[src/rtl/loader_pkg.sv]
// Shared types and constants for the boot-time program loader.
// Imported by program_loader and word_packer.
package loader_pkg;

    typedef enum logic [2:0] {
        IDLE,
        LEN_HI,
        PAYLOAD,
        FLUSH,
        DONE,
        RUN,
        ERROR
    } loader_state_t;

    localparam int unsigned HEADER_LEN             = 2;
    localparam int unsigned DEFAULT_TIMEOUT_CYCLES = 50_000_000;

endpackage

[src/rtl/word_packer.sv]
// Four-lane byte accumulator: collects bytes little-endian and emits a
// 32-bit word when lane 3 fills or when a flush is requested with a byte.
module word_packer
    import loader_pkg::*;
(
    input  logic        clk,
    input  logic        rst_n,
    input  logic        clear,
    input  logic        byte_valid,
    input  logic [1:0]  lane,
    input  logic [7:0]  byte_in,
    input  logic        flush,
    output logic [31:0] word,
    output logic        word_valid
);

    logic [31:0] lanes_q, lanes_d;
    logic [31:0] word_q, word_d;
    logic        valid_q, valid_d;
    logic [31:0] merged;

    // Lanes are zeroed after every emitted word, so a flushed partial word
    // carries zeros in the lanes that never received a byte.
    always_comb begin
        merged                       = lanes_q;
        merged[{lane, 3'b000} +: 8]  = byte_in;
        lanes_d                      = lanes_q;
        word_d                       = word_q;
        valid_d                      = 1'b0;
        if (clear) begin
            lanes_d = '0;
        end else if (byte_valid) begin
            if (lane == 2'd3 || flush) begin
                word_d  = merged;
                valid_d = 1'b1;
                lanes_d = '0;
            end else begin
                lanes_d = merged;
            end
        end
    end

    always_ff @(posedge clk or negedge rst_n) begin
        if (!rst_n) begin
            lanes_q <= '0;
            word_q  <= '0;
            valid_q <= 1'b0;
        end else begin
            lanes_q <= lanes_d;
            word_q  <= word_d;
            valid_q <= valid_d;
        end
    end

    assign word       = word_q;
    assign word_valid = valid_q;

endmodule

[src/rtl/program_loader.sv]
// Boot controller: parses a length-prefixed image from the UART byte stream,
// writes it to memory as 32-bit words, then gates core start-up.
module program_loader
    import loader_pkg::*;
#(
    parameter int unsigned ADDR_W         = 8,
    parameter int unsigned TIMEOUT_CYCLES = DEFAULT_TIMEOUT_CYCLES
) (
    input  logic              clk,
    input  logic              rst_n,
    input  logic [7:0]        rx_data,
    input  logic              rx_ready,
    input  logic              start_req,
    input  logic              abort,
    output logic              mem_we,
    output logic [ADDR_W-1:0] mem_addr,
    output logic [31:0]       mem_wdata,
    output logic              core_run,
    output logic              core_clear,
    output logic [15:0]       byte_count,
    output logic              error
);

    localparam logic [16:0] MAX_LEN = 17'(4 * (2 ** ADDR_W));

    loader_state_t     state_q, state_d;
    logic              rx_ready_q;
    logic              start_q;
    logic [15:0]       len_q, len_d;
    logic [15:0]       count_q, count_d;
    logic [31:0]       gap_q, gap_d;
    logic [ADDR_W-1:0] addr_q, addr_d;

    logic              byte_event;
    logic              start_event;
    logic [15:0]       hdr_len;
    logic              len_ok;
    logic              timed_out;
    logic              pk_clear, pk_valid, pk_flush;
    logic              core_clear_c;
    logic [31:0]       pk_word;
    logic              pk_word_valid;

    assign byte_event  = rx_ready & ~rx_ready_q;
    assign start_event = start_req & ~start_q;
    assign hdr_len     = {rx_data, len_q[7:0]};
    assign len_ok      = (hdr_len != 16'd0) && ({1'b0, hdr_len} <= MAX_LEN);
    assign timed_out   = (gap_q >= TIMEOUT_CYCLES);

    always_comb begin
        state_d      = state_q;
        len_d        = len_q;
        count_d      = count_q;
        addr_d       = addr_q;
        gap_d        = 32'd0;
        pk_clear     = 1'b0;
        pk_valid     = 1'b0;
        pk_flush     = 1'b0;
        core_clear_c = 1'b0;

        // The gap counter only runs inside a frame and saturates at all-ones.
        if ((state_q == LEN_HI || state_q == PAYLOAD) && !byte_event && gap_q != '1) begin
            gap_d = gap_q + 32'd1;
        end

        if (abort) begin
            state_d  = IDLE;
            len_d    = '0;
            count_d  = '0;
            pk_clear = 1'b1;
        end else begin
            case (state_q)
                IDLE: begin
                    if (byte_event) begin
                        len_d    = {8'h00, rx_data};
                        count_d  = '0;
                        pk_clear = 1'b1;
                        state_d  = LEN_HI;
                    end
                end
                LEN_HI: begin
                    if (byte_event) begin
                        len_d   = hdr_len;
                        state_d = len_ok ? PAYLOAD : ERROR;
                    end else if (timed_out) begin
                        state_d = ERROR;
                    end
                end
                PAYLOAD: begin
                    if (byte_event) begin
                        pk_valid = 1'b1;
                        addr_d   = count_q[ADDR_W+1:2];
                        count_d  = count_q + 16'd1;
                        if (count_d == len_q) begin
                            pk_flush = (count_q[1:0] != 2'd3);
                            state_d  = (count_q[1:0] == 2'd3) ? DONE : FLUSH;
                        end
                    end else if (timed_out) begin
                        state_d = ERROR;
                    end
                end
                FLUSH: begin
                    state_d = DONE;
                end
                DONE: begin
                    if (start_event) begin
                        core_clear_c = 1'b1;
                        state_d      = RUN;
                    end
                end
                RUN: begin
                    state_d = RUN;
                end
                ERROR: begin
                    if (start_event) begin
                        state_d = IDLE;
                    end
                end
                default: begin
                    state_d = IDLE;
                end
            endcase
        end
    end

    // Edge registers reset high so levels already asserted at reset are ignored.
    always_ff @(posedge clk or negedge rst_n) begin
        if (!rst_n) begin
            state_q    <= IDLE;
            rx_ready_q <= 1'b1;
            start_q    <= 1'b1;
            len_q      <= '0;
            count_q    <= '0;
            gap_q      <= '0;
            addr_q     <= '0;
        end else begin
            state_q    <= state_d;
            rx_ready_q <= rx_ready;
            start_q    <= start_req;
            len_q      <= len_d;
            count_q    <= count_d;
            gap_q      <= gap_d;
            addr_q     <= addr_d;
        end
    end

    word_packer u_packer (
        .clk        (clk),
        .rst_n      (rst_n),
        .clear      (pk_clear),
        .byte_valid (pk_valid),
        .lane       (count_q[1:0]),
        .byte_in    (rx_data),
        .flush      (pk_flush),
        .word       (pk_word),
        .word_valid (pk_word_valid)
    );

    assign mem_we     = pk_word_valid;
    assign mem_addr   = addr_q;
    assign mem_wdata  = pk_word;
    assign core_run   = (state_q == RUN);
    assign core_clear = core_clear_c;
    assign byte_count = count_q;
    assign error      = (state_q == ERROR);

endmodule

[config.mk]
export PLATFORM = sky130hd
export DESIGN_NAME = program_loader
export DESIGN_NICKNAME = d
export VERILOG_FILES = /design/src/rtl/loader_pkg.sv /design/src/rtl/word_packer.sv /design/src/rtl/program_loader.sv
export SDC_FILE = /design/constraint.sdc
export NUM_CORES = 1
export LEC_CHECK = 0
export ABC_AREA = 0
export CORE_MARGIN = 2
export CORE_UTILIZATION = 52
export DETAILED_ROUTE_END_ITERATION = 7
export PLACE_DENSITY = 0.77
export SLEW_MARGIN = 10
export SYNTH_ARGS = -nofsm -noshare
export SYNTH_HDL_FRONTEND = slang
export SYNTH_SLANG_ARGS = --single-unit
[constraint.sdc]
create_clock -name clk -period 2.6 [get_ports clk]
set_input_delay 0.52 -clock clk [delete_from_list [all_inputs] [get_ports clk]]
set_output_delay 0.52 -clock clk [all_outputs]
set_load 0.05 [all_outputs]
==> qor.yml, run 1 <==
critPathLaunchType: "flip-flop"
cts_num_sinks: 142
cts_hold_buf: 0
clk_path_buf_depth: 2
max_freq_mhz: 367
syn2layout_area_growth_pct: 34.7
crit_slowest_cell: "or4_4"
synthCells: 737
detailedRoute.firstIterationViolations: 547
setup_viol: 66
pre_cts_ws_ps: -391
cts_buffers: 17
yosysWarningCount: 0
grt_max_degree: 73
ys_sh_simple_pct: 18.0
layout.area.comb_um2: 3620
ff2ff_path_depth: 10
ys_cells: 737
critPathArrivalTime_ps: 3030
antennaDiodeCount: 0
wire_per_inst_um: 18.5
core_area_um2: 13800
hold_slack_ps: 35.4
regArea_um2: 3580
dpl-instance-area_um2: 8820
p_per_area_nw_per_um2: 563
violations: "setup timing"
synth_nets: 758
comb_power_share_pct: 10.7
drc_errors: 0
path_cells: "buf_4, nand4_4, buf_6, xnor2_1, a21oi_1, or4_4, nor3_4, o21ai_4, buf_12, mux2_4"
power.total_mw: 5.50
warnings: 36
grt_util_all_layers_pct: 28.1
ys_area_um2: 7260
topCellsByArea: "dfrtp_1 (48%), mux2_4 (6.0%), nand2_1 (5.6%), a22o_1 (4.8%), xnor2_1 (4.6%)"
run_status: "finished with violations"
top_cell_area_share_pct: 48.3
yosysUniqueCellTypes: 56
p_seq_mw: 2.30
synthMuxAreaShare_pct: 6.60
slew_headroom_pct: 33.9
r2r_end: "u_packer.word[28]$_DFFE_PN0P_"
hp-class: "in -> async"
gp_congestion: 0.885
p_seq_share_pct: 41.9
cts_tree: "built"
grt_overflow: 0
pwr.group.clock_mw: 2.61
startpoint: "byte_count[1]$_DFFE_PN0P_"
skew_ps: 10.2
finalCritPeriodShare_pct: 105
design_area_um2: 9780
grt_pass1_wl_mm: 32.2
rsz0062_at_grt: "yes"
setup-tns-final_ps: -4100
r2r_slack_ps: -120
fp.dieW_um: 122
yosysSeqAreaShare_pct: 49.0
internal_power_mw: 4.09
top_level_ports: 73
syn_avg_cell_area_um2: 9.85
ys.flop_type: "dfrtp_1"
fin_cells: 1078
critPathMaxStageDelay_ps: 540
ys_top_logic_family: "simple AND/OR/NAND/NOR gates"
initial_core_util_pct: 52.7
power_leakage_nw: 4.33
drive_gt1_share_pct: 24.8
p_comb_uw: 586
end_kind: "flip-flop"
viasPerCell: 5.73
worst_pin_slew_ps: 988
drv_slew: 0
clock_latency_ps: 430
hold_viol: 0
worst_slack_ps: -124
drt_pass1_iterations: 5
crit_cells: 10
period_needed_ps: 2720
grt_pass1_vias: 6266
ant_nets: 0
path_max_fanout: 18
cp_top_family: "simple AND/OR/NAND/NOR gates"
die_area_um2: 14900
xor_share_pct: 6.76
switching_power_mw: 1.41
async_flop_share_pct: 100
crit_type: "reg -> reg"
antenna_found_initial: 0
power_frac_clock_pct: 47.5
rows: 43
power-top-group: "the clock network"
vdd_drop_max_mv: 0.408
synth_flops: 142
largest_area_cell: "dfrtp_1"
[run 1: cell usage in the layout, fill, tap and decap left out, types with 7 or more instances in the layout]
master           count
buf_4               88
o21ai_0             62
buf_12               7
nand2_1            109
xnor2_1             36
nand4_1             12
inv_1               43
xor2_1              17
nand3_1             13
dfrtp_2             14
and3_1               7
a22o_1              40
nor2_1              69
clkbuf_16           17
a21oi_1             12
dfrtp_1            125
clkdlybuf4s50_1     68
nor3_1              11
mux2_4              29
[run 1: layer usage]
metal	global-route usage, %	wire length (um)	part of all wire, %	vias to the layer above
met1	36.5	8410	42	3065
met5	0	0	0	-
met3	5.01	990	5.0	46
met4	14.2	563	2.8	0
met2	45.5	9940	50	247
li1	-	-	-	2824
[run 1: timing repair]
item / CTS / global route
pin swaps: 39 / 10
setup buffers: 7 / 6
resized: 17 / 21
setup endpoints to repair: 67 / 98
[run 1: state kept, by name, summed over array words and instances (netlist names)]
register	flops
byte_count	16
gap_q	32
len_q	16
mem_addr	8
rx_ready_q	1
start_q	1
state_q	3
u_packer.lanes_q	32
u_packer.word	32
u_packer.word_valid	1
[run 1: synth_stat cells, types with 3 or more instances]
master	count
a211oi_1	7
a21oi_1	12
a22o_1	40
clkbuf_1	27
nor2_1	69
ha_1	8
nand3_1	17
nor4b_2	4
nand4_1	12
xnor2_1	38
mux2_2	3
and4_1	3
and3_1	7
buf_2	8
o21ai_0	63
inv_1	44
nor3_1	14
nand2b_1	4
o31ai_1	5
dfrtp_1	140
mux2_4	29
buf_6	3
nor4_1	4
xor2_1	18
nor2b_1	3
a31oi_1	4
nand2_1	109
and2_1	4
[run 1: area by class of cell]
class,instances,area share [%]
repair buffers,169,15.8
well taps,180,2.30
multi-input cells,510,37.0
clock buffers,17,4.35
inverters,45,1.73
clock inverters,15,2.15
flip-flops and latches,142,36.6
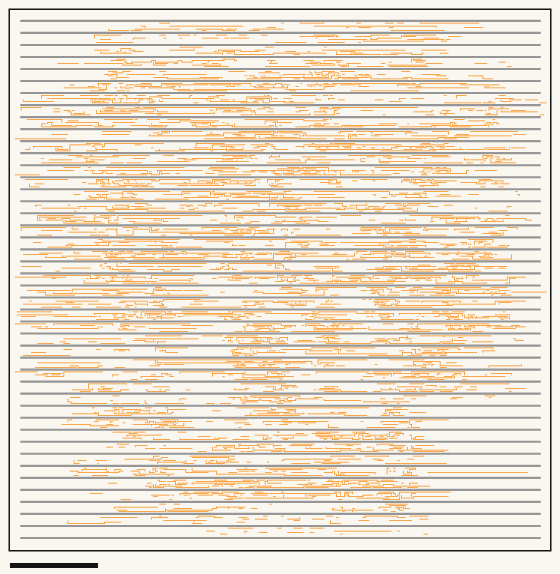
*M1 wires, run 1*
Scale bar: 20 um. Supply wires on this layer in gray.
wire length on this layer: 8410 um
share of all routed wire: 42%
longest straight run: 33.6 um
Vias: 6182
final wirelength: 19.9 mm
met1 capacity usage during global routing: 36.5%

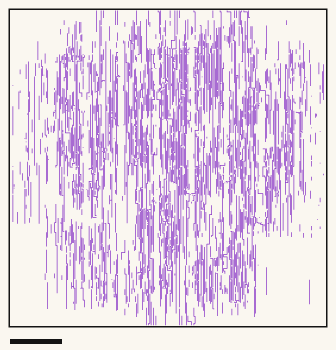
*Metal 2, run 1*
Scale bar: 20 um.
wire length on this layer: 9940 um
share of all routed wire: 50%
nets with wire on the layer: 803
main direction: vertical

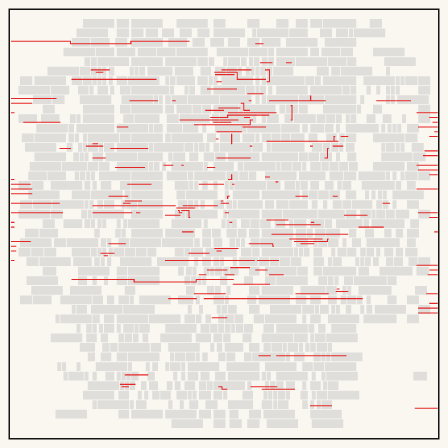
*Metal 3, run 1*
Cells faint in the background.
longest straight run: 45.1 um
main direction: horizontal
nets with wire on the layer: 108
wire length on this layer: 990 um
share of all routed wire: 5.0%
Global Route met3 Usage: 5.01%

### Met4 routing, run 1

Scale bar: 20 um. Supply wires on this layer in gray.
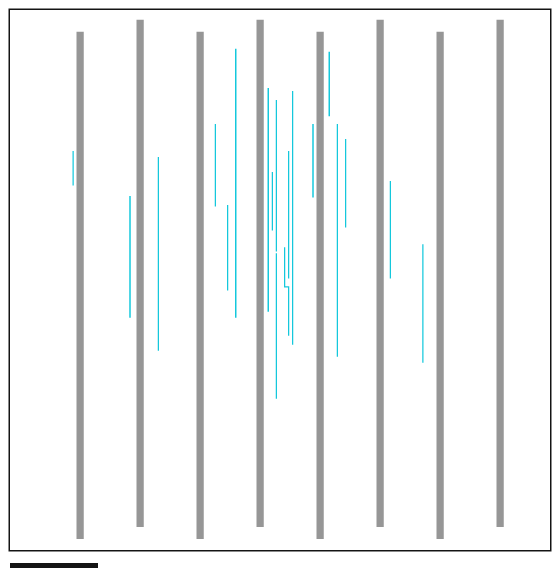

==> run 1 -> run 2 <==
--- a/config.mk
+++ b/config.mk
@@ -5,11 +5,11 @@
 export SDC_FILE = /design/constraint.sdc
 export NUM_CORES = 1
 export LEC_CHECK = 0
-export ABC_AREA = 0
+export ABC_AREA = 1
 export CORE_MARGIN = 2
 export CORE_UTILIZATION = 52
 export DETAILED_ROUTE_END_ITERATION = 7
-export PLACE_DENSITY = 0.77
+export PLACE_DENSITY = 0.76
 export SLEW_MARGIN = 10
 export SYNTH_ARGS = -nofsm -noshare
 export SYNTH_HDL_FRONTEND = slang
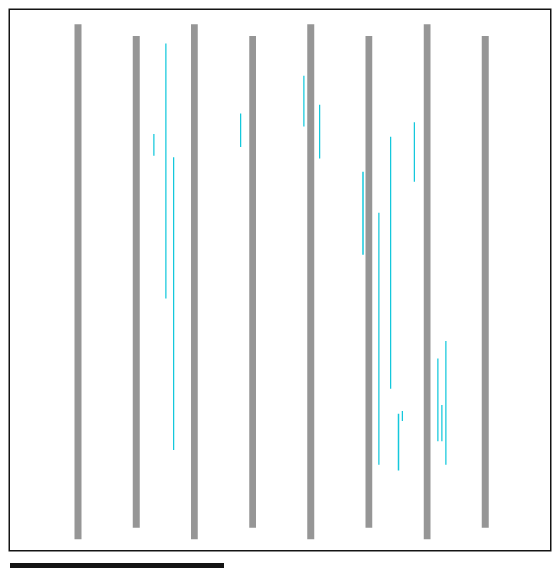
*Met4 routing, run 2*
Scale bar: 50 um. Supply wires on this layer in gray.
longest straight run: 68.0 um
main direction: vertical
wire length on this layer: 384 um
nets with wire on the layer: 12

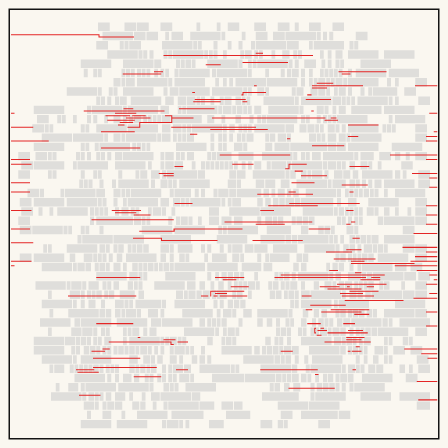
*Metal 3, run 2*
Cells faint in the background.
wire length on this layer: 1410 um
longest straight run: 43.7 um
Vias: 7315
Global Route met3 Usage: 4.80%
final wirelength: 20.5 mm

==> qor.yml, run 2 <==
run_status: "complete, no violations"
critPathMaxStageDelay_ps: 420  # -120 ps
nNonClkBuffers: 108  # -36%
topCellsByArea: "dfrtp_1 (45%), nand2_1 (16%), inv_1 (6.8%), nor2_1 (5.8%), nand3_1 (4.9%)"
end_kind: "flip-flop"
ys.flop_type: "dfrtp_1"
synth_flops: 142  # unchanged
fin_cells: 1351  # +25%
internal_power_mw: 4.18  # +2.2%
wire_per_inst_um: 15.2  # -18%
cts_hold_buf: 0  # unchanged
crit_type: "reg -> reg"
r2r_end: "u_packer.word[16]$_DFFE_PN0P_"
drt-met1-wl_mm: 9.24  # +10%
yosysUniqueCellTypes: 40  # -29%
die_area_um2: 15900  # +6.3%
warnings: 34  # -5.6%
crit_cells: 15  # +5
worst_pin_slew_ps: 1000  # +16.2 ps
grt_overflow: 0  # unchanged
cts_num_sinks: 142  # unchanged
slew_headroom_pct: 32.7  # -1.2 points
inv_count: 147  # +230%
layout_top_cell: "nand2_1"
power_frac_clock_pct: 44.1  # -3.4 points
synthCells: 1058  # +44%
setup_viol: 0  # -100%
viasPerCell: 5.41  # -5.6%
antenna_found_initial: 0  # unchanged
finalCritPeriodShare_pct: 94.8  # -9.9 points
comb_area_share_pct: 37.0  # -0.047 points
regArea_um2: 3560  # -0.52%
drive_gt1_share_pct: 8.23  # -17 points
p_seq_share_pct: 41.1  # -0.8 points
grtUsageMet1_pct: 36.7  # +0.22 points
top_cell: "nand2_1"
design_area_um2: 9620  # -1.6%
detailedRoute.firstIterationViolations: 767  # +40%
yosysWarningCount: 0  # unchanged
hp-class: "in -> async"
critPathArrivalTime_ps: 2830  # -200 ps
gp_congestion: 0.949  # +7.2%
topRoutingLayerUsed: "met4"
vdd_drop_max_mv: 0.527  # +29%
dr_wl_met2_mm: 9.48  # -4.7%
power_leakage_nw: 4.70  # +8.4%
seq_share_pct: 37.0  # +0.41 points
ys_cells: 1058  # +44%
crit_slowest_cell: "dfrtp_2"
layout.area.comb_um2: 3560  # -1.8%
mostFrequentLayoutCells: "nand2_1 (325), inv_1 (141), dfrtp_1 (138)"
netlist_area_um2: 7730
grt_pass1_wl_mm: 33.1  # +2.7%
busiest_layer: "met2"
ys_area_um2: 7730  # +6.6%
top_cells_by_count: "nand2_1 (325), inv_1 (141), dfrtp_1 (140)"
core_area_um2: 14500  # +5.5%
skew_ps: 7.77  # -2.47 ps
fp.dieW_um: 126  # +3.1%
wl_met3_mm: 1.41  # +43%
largest_class: "sequential cells"
cp_top_family: "simple AND/OR/NAND/NOR gates"
setup-tns-final_ps: 0  # +4100 ps
n_clock_buffer: 20  # +3
drc_errors: 0  # unchanged
path_max_fanout: 16  # -2
antennaDiodeCount: 0  # unchanged
ff2ff_path_depth: 15  # +5
cts_buffers: 17  # unchanged
grt_max_degree: 57  # -22%
top_level_ports: 73  # unchanged
num_tap_cells: 184  # +2.2%
drv_slew: 0  # unchanged
rsz0062_at_grt: "yes"
critPathLaunchType: "flip-flop"
clk_path_buf_depth: 2  # unchanged
grt_pass1_vias: 6774  # +8.1%
async_flop_share_pct: 100  # unchanged
path_cells: "buf_4, nand2_1, nor2_4, buf_4, nand4_1, nand3_1, nand2_1, nor2_1, inv_1, nor2_1, nand2_1, a21oi_4, clkbuf_16, nand2_1, nand2_1"
p_per_area_nw_per_um2: 600  # +6.6%
grt_util_all_layers_pct: 25.7  # -2.4 points
startpoint: "byte_count[1]$_DFFE_PN0P_"
largest_area_cell: "dfrtp_1"
comb_power_share_pct: 14.8  # +4.1 points
layout.nonclk_buf_share_pct: 11.5  # -4.4 points
hold_viol: 0  # unchanged
max_freq_mhz: 406  # +10%
drt_pass1_iterations: 6  # +1
syn_avg_cell_area_um2: 7.31  # -26%
initial_core_util_pct: 53.2  # +0.52 points
rows: 44  # +2.3%
num-nets-final: 1175
syn2layout_area_growth_pct: 24.3
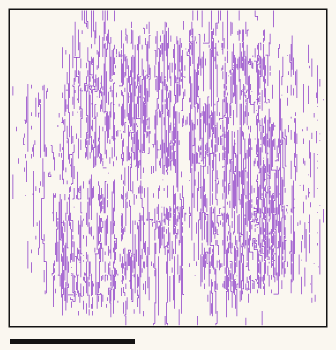
*Metal 2, run 2*
Scale bar: 50 um.
share of all routed wire: 46%
main direction: vertical
M2 GR Usage: 40.1%

run 2: cell types whose count changed in the layout (fill, tap and decap cells not counted), sizes merged, moves of 18 or more:
cell,before,now
a22o,40,0
buf,101,36
inv,49,146
mux2,32,0
nand2,109,327
nand3,17,76
nand4,14,55
nor2,69,124
o21ai,64,43
o22ai,0,18
xnor2,38,6
run 2: cell families (layout without fill, tap and decap cells):
| logic type | count (synthesis) | after routing | synth area share (%) |
|---|---|---|---|
| compound gates | 98 | 99 | 7.75 |
| xor+xnor | 18 | 18 | 2.04 |
| fa+ha+maj | 8 | 8 | 1.29 |
| buf+inv | 180 | 287 | 9.04 |
| flops | 142 | 142 | 46.0 |
| simple gates | 612 | 613 | 33.9 |
run 2: power by group through the flow:
stage / sequential, mW / combinational [mW] / clock (mW)
after floorplan: 2.49 / 0.440 / 0
after global placement: 2.40 / 0.826 / 0
after detailed placement: 2.41 / 0.838 / 0
after CTS: 2.37 / 0.841 / 2.56
after global routing: 2.38 / 0.942 / 2.66
final: 2.37 / 0.855 / 2.54
run 2: metrics by stage:
| step | setup WS, ps | utilization [%] | power, mW | hold slack (ps) |
|---|---|---|---|---|
| 2_1_floorplan | 55.8 | - | 2.93 | 224 |
| 3_3_place_gp | 210 | 60.9 | 3.23 | 462 |
| 3_5_place_dp | 184 | 60.9 | 3.24 | 464 |
| 4_1_cts | 7.71 | 65.1 | 5.77 | 81.5 |
| 5_1_grt | -24.4 | 66.2 | 5.99 | 86.1 |
| 6_report | 134 | 66.2 | 5.77 | 49.4 |
run 2: what timing repair did:
item                                    4_1_cts  5_1_grt
setup buffers                                 0        5
endpoints found under the setup margin        0       42
resized                                       0        9
Power is estimated from default activity; no workload was simulated.
